<file path="config.mk">
export PLATFORM = sky130hd
export DESIGN_NAME = pipeline_hazard_controller
export DESIGN_NICKNAME = d
export VERILOG_FILES = /design/src/rtl/pipeline_hazard_controller.sv
export SDC_FILE = /design/constraint.sdc
export NUM_CORES = 1
export LEC_CHECK = 0
export CAP_MARGIN = 20
export CORE_MARGIN = 10
export CORE_UTILIZATION = 25
export DETAILED_ROUTE_END_ITERATION = 16
export RECOVER_POWER = 25
export SYNTH_ARGS = -nofsm -noshare
export SYNTH_HDL_FRONTEND = slang
export SYNTH_SLANG_ARGS = --single-unit
</file>
<file path="constraint.sdc">
create_clock -name clk -period 3.6 [get_ports clk]
set_input_delay 0.72 -clock clk [delete_from_list [all_inputs] [get_ports clk]]
set_output_delay 0.72 -clock clk [all_outputs]
set_load 0.01 [all_outputs]
</file>
<file path="src/rtl/pipeline_hazard_controller.sv">
// pipeline_hazard_controller
// Interlock and flush sequencer for a six-stage pipeline with no forwarding
// (IF, ID, RF, EX, DM, WB). It tracks the destination register of every live
// writer in EX, DM and WB. IF/ID/RF are held while the RF instruction reads a
// pending register. Wrong-path work is squashed on a DM misprediction.
// Optional feature macro: HAZARD_PERF_COUNTERS_EN adds stall_cycles and
// flush_count outputs (XLEN bits each).
module pipeline_hazard_controller #(
   parameter int XLEN             = 32,
   parameter bit WB_WRITE_THROUGH = 1'b0
) (
   input  logic            clk,
   input  logic            reset,
   input  logic [4:0]      rf_rs1_index,
   input  logic [4:0]      rf_rs2_index,
   input  logic            rf_rs1_used,
   input  logic            rf_rs2_used,
   input  logic [4:0]      rf_rd_index,
   input  logic            rf_write_en,
   input  logic            dm_branch_mispredicted,
   output logic            stall,
   output logic            bubble_ex,
   output logic            flush_front,
   output logic            flush_ex_dm,
   output logic            rf_valid,
   output logic            wb_valid
`ifdef HAZARD_PERF_COUNTERS_EN
   ,
   output logic [XLEN-1:0] stall_cycles,
   output logic [XLEN-1:0] flush_count
`endif
);

   // Live-instruction bits per stage.
   logic       id_v, rf_v, ex_v, dm_v, wb_v;
   // Writer tracker slots: valid only for live writers with rd != x0.
   logic       ex_sv, dm_sv, wb_sv;
   logic [4:0] ex_rd, dm_rd, wb_rd;

   logic       src1_hit, src2_hit, hazard, new_slot;

   // A source hits when it names a pending non-x0 destination.
   function automatic logic pending(input logic [4:0] idx,
                                    input logic ev, input logic [4:0] er,
                                    input logic dv, input logic [4:0] dr,
                                    input logic wv, input logic [4:0] wr);
      logic wb_chk;
      wb_chk = wv && (wr == idx) && !WB_WRITE_THROUGH;
      return (idx != 5'd0) && ((ev && (er == idx)) || (dv && (dr == idx)) || wb_chk);
   endfunction

   // Hazard detection and control outputs (combinational, gated by reset).
   always_comb begin
      src1_hit    = rf_rs1_used && pending(rf_rs1_index, ex_sv, ex_rd, dm_sv, dm_rd, wb_sv, wb_rd);
      src2_hit    = rf_rs2_used && pending(rf_rs2_index, ex_sv, ex_rd, dm_sv, dm_rd, wb_sv, wb_rd);
      hazard      = rf_v && (src1_hit || src2_hit);
      new_slot    = rf_v && rf_write_en && (rf_rd_index != 5'd0);
      stall       = !reset && hazard && !dm_branch_mispredicted;
      bubble_ex   = stall;
      flush_front = !reset && dm_branch_mispredicted;
      flush_ex_dm = flush_front;
   end

   assign rf_valid = rf_v;
   assign wb_valid = wb_v;

   // Stage valid bits and tracker: misprediction > stall > advance.
   always_ff @(posedge clk or posedge reset) begin
      if (reset) begin
         id_v  <= 1'b0;
         rf_v  <= 1'b0;
         ex_v  <= 1'b0;
         dm_v  <= 1'b0;
         wb_v  <= 1'b0;
         ex_sv <= 1'b0;
         dm_sv <= 1'b0;
         wb_sv <= 1'b0;
         ex_rd <= 5'd0;
         dm_rd <= 5'd0;
         wb_rd <= 5'd0;
      end else begin
         // WB always takes DM: the mispredicting branch itself retires.
         wb_v  <= dm_v;
         wb_sv <= dm_sv;
         wb_rd <= dm_rd;
         if (dm_branch_mispredicted) begin
            id_v  <= 1'b0;
            rf_v  <= 1'b0;
            ex_v  <= 1'b0;
            ex_sv <= 1'b0;
            dm_v  <= 1'b0;
            dm_sv <= 1'b0;
         end else if (hazard) begin
            // Front end holds; a bubble enters EX.
            ex_v  <= 1'b0;
            ex_sv <= 1'b0;
            dm_v  <= ex_v;
            dm_sv <= ex_sv;
            dm_rd <= ex_rd;
         end else begin
            id_v  <= 1'b1;
            rf_v  <= id_v;
            ex_v  <= rf_v;
            ex_sv <= new_slot;
            ex_rd <= rf_rd_index;
            dm_v  <= ex_v;
            dm_sv <= ex_sv;
            dm_rd <= ex_rd;
         end
      end
   end

`ifdef HAZARD_PERF_COUNTERS_EN
   // Event counters; both wrap naturally at 2^XLEN.
   always_ff @(posedge clk or posedge reset) begin
      if (reset) begin
         stall_cycles <= '0;
         flush_count  <= '0;
      end else begin
         if (stall)                  stall_cycles <= stall_cycles + 1'b1;
         if (dm_branch_mispredicted) flush_count  <= flush_count + 1'b1;
      end
   end
`endif

endmodule
</file>
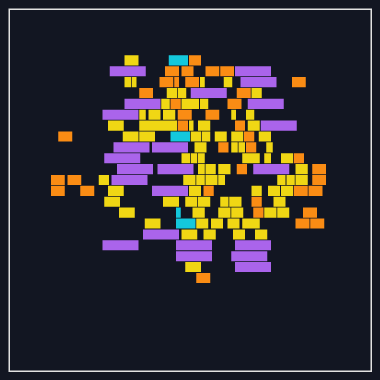
(cells colored by class)
Drawn at 4 px/micron.
Key: clock drivers and dummy loads = cyan [cells 4]; remaining logic cells = yellow [cells 78]; registers = purple [cells 23]; remaining buffers and delay cells = orange [cells 38]

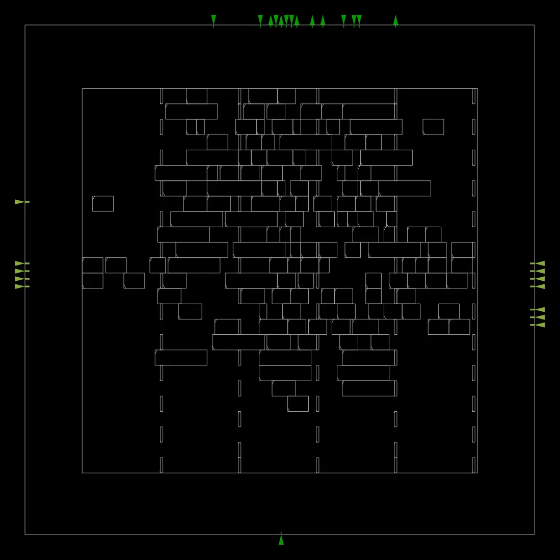
(placement view)
filler instances: 497
number of sequential cells in the layout: 23

==> summary.txt <==
The following summarizes the physical implementation.

Detailed routing
The remaining design rule violation count is 0. The routed length on met1 is 1410 microns. Summed over all nets, wire length on met3 after detailed routing comes to 63 microns. According to the report, the first pass of detailed routing completed in 3 iterations. The routed length on met2 is 1560 microns.

Critical path
The worst setup path is launched from an input pin. The most critical setup path has its startpoint at rf_rs1_index[1]. The largest stage delay on the critical path is approximately 0.51 ns. Data arrives at the worst endpoint at 2.64 ns. The source of the worst register-to-register timing path is dm_rd[0]. The worst flop-to-flop path endpoint is ex_rd[1].

The flop-to-flop setup slack is 1.56 ns. The most frequent cell on the critical path is sky130_fd_sc_hd__nand3_1. The report puts the cell count of the worst reg-to-reg path at 7. The worst endpoint required time is about 2.9 ns.

For reference, the critical path is captured by bubble_ex. In this run the worst path has a maximum fanout of 4. The cell type of the slowest stage on the worst timing path is sky130_fd_sc_hd__clkdlybuf4s50_1.

Clocking
Per the TritonCTS log, the buffer count is 3. Post-CTS repair ended up resizing 3 cells. The skew report gives the latency at the later pin of the worst-skew pair as 0.27 ns. Post-CTS timing repair inserted 0 buffers for setup. Counting along the longest clock path gives a buffer depth of 2. Looking at the clock tree report, the H-tree level count equals 1. The root cell of the clock tree is sky130_fd_sc_hd__clkbuf_8. The clock net sink count is 23.

Power
The maximum vdd drop is 0.110 mV. The static leakage is a little under 0.7 nW.

Global route
In this run the most used layer during global routing was met2. The initial antenna violation count is 0. The number of global-route vias before repair was 1081. For this run, the total global-route usage over all layers was measured as 0.0815. In the global route stage, met2 resource usage came out at 0.139. The global-route wire length before repair is 5330 microns. On met1, the global router reports a usage of 0.0947. Entering global routing, the biggest net connects 24 pins.

The global-route track usage on met3 is 0.0141.

Final timing
The final total negative setup slack is 0 ns. Setup repair after global routing left no endpoint under its margin. The post-route minimum period is 3.36 ns. The number of setup violations in the final report is 0. The final timing report lists a max-slew violation count of 0.

The slew at the pin with the worst max-slew slack is roughly 0.86 ns. The final setup skew is 0.00336 ns.

Placement
The placer congestion estimate is 0.898. The number of input and output port buffers inserted is 26. The placement-stage cell area is between 1500 and 2000 sq um.

Per the placement report, the placed cell count is 206.

Die
In this run the standard cell core region covers approximately 4800 sq um. The die boundary height is between 90 and 100 microns. For this configuration, the core starts out at a cell density of 0.258. The number of placement rows is 25.

Cells and area
After the last flow step, the layout net total stands at 165. With fillers left out, the area of the finished cells amounts to 1690 sq um. The synthesis-to-finish area growth is 37.9%.

The fraction of final layout cells sized beyond drive strength 1 is 0.217. In the final layout, the registers with the most flip-flops are dm_rd (5), ex_rd (5), wb_rd (5). The number of antenna diodes in the final layout is 0. Per the cell usage report, the commonest logic cells after layout are sky130_fd_sc_hd__xor2_1 (24), sky130_fd_sc_hd__dfrtp_1 (23), sky130_fd_sc_hd__clkdlybuf4s50_1 (23), sky130_fd_sc_hd__buf_4 (11), sky130_fd_sc_hd__mux2_2 (10). The combinational gate area is 638 sq um.

The share of the core filled with cells in the final layout is 0.356. Per the layout area report, the register area comes to 576 sq um.

Yosys
The main combinational cell family by area after synthesis is XOR/XNOR gates. The main area contributors are sky130_fd_sc_hd__dfrtp_1 (47%), sky130_fd_sc_hd__xor2_1 (17%), sky130_fd_sc_hd__mux2_2 (9.2%). The cell area that synthesis handed to floorplanning was approximately 1200 sq um.

After synthesis, the share of cell area in mux cells is 0.0916. Of the synthesized area, sequential elements account for 0.468. The synthesized netlist was found by Yosys to have 104 cells. In the synthesized netlist, the cells that appear most often are sky130_fd_sc_hd__xor2_1 (24), sky130_fd_sc_hd__dfrtp_1 (23), sky130_fd_sc_hd__mux2_2 (10). The top cell type by total area after synthesis is sky130_fd_sc_hd__dfrtp_1. Counting the warning lines in the Yosys log gives 0.

Post-synth the commonest register cell is sky130_fd_sc_hd__dfrtp_1. Sorting the synthesis cell report by count puts at the top sky130_fd_sc_hd__xor2_1. The synthesized netlist has a Yosys-reported chip area of 1230 sq um.

The mean area per synthesized cell is 11.8 sq um. The number of cells produced by synthesis is 104. The distinct cell type count of the synthesized netlist is 25. The post-synthesis net count is about 130. The compound-cell area share of the yosys netlist is 0.0733. The synthesized-area fraction occupied by adder cells is 0.

Run
The max-cap check violation count is 0. The logs give a warning total of 26.

Outcome
The run finished with clean final reports.
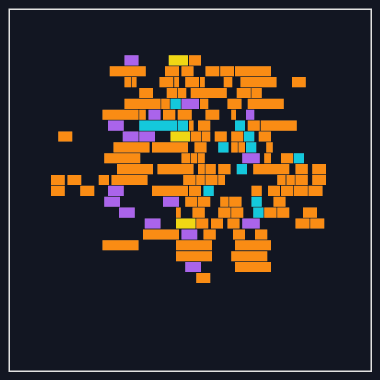
(cell sizes after repair)
Drawn at 4 px/micron.
Key: x1 and smaller = orange [cells 112, share 78%, most used xor2_1]; x2 = purple [cells 16, share 11%, most used mux2_2]; x3 and x4 = cyan [cells 12, share 8.4%, most used buf_4]; x6 and larger = yellow [cells 3, share 2.1%, most used clkbuf_8]

## report_power, final
group | switching, mW | total (mW) | internal, mW
sequential | 0.0314 | 0.315 | 0.283
clock | 0.0848 | 0.164 | 0.0792
combinational | 0.0531 | 0.127 | 0.0737
## worst max-delay path, delay by kind of cell
kind / cells / cell delay [ns]
AOI/OAI and AO/OA: 1 / 0.25
xor gates and xnor gates: 1 / 0.21
buffers and inverters: 2 / 0.81
and+or+nand+nor: 4 / 0.65
## area by class of cell
class,instances,area share
Clock buffer,4,0.0266
Inverter,2,0.00443
Tap cell,67,0.0495
Sequential cell,23,0.340
Timing Repair Buffer,38,0.203
Multi-Input combinational cell,76,0.377
Power and IR drop assume default switching activity.
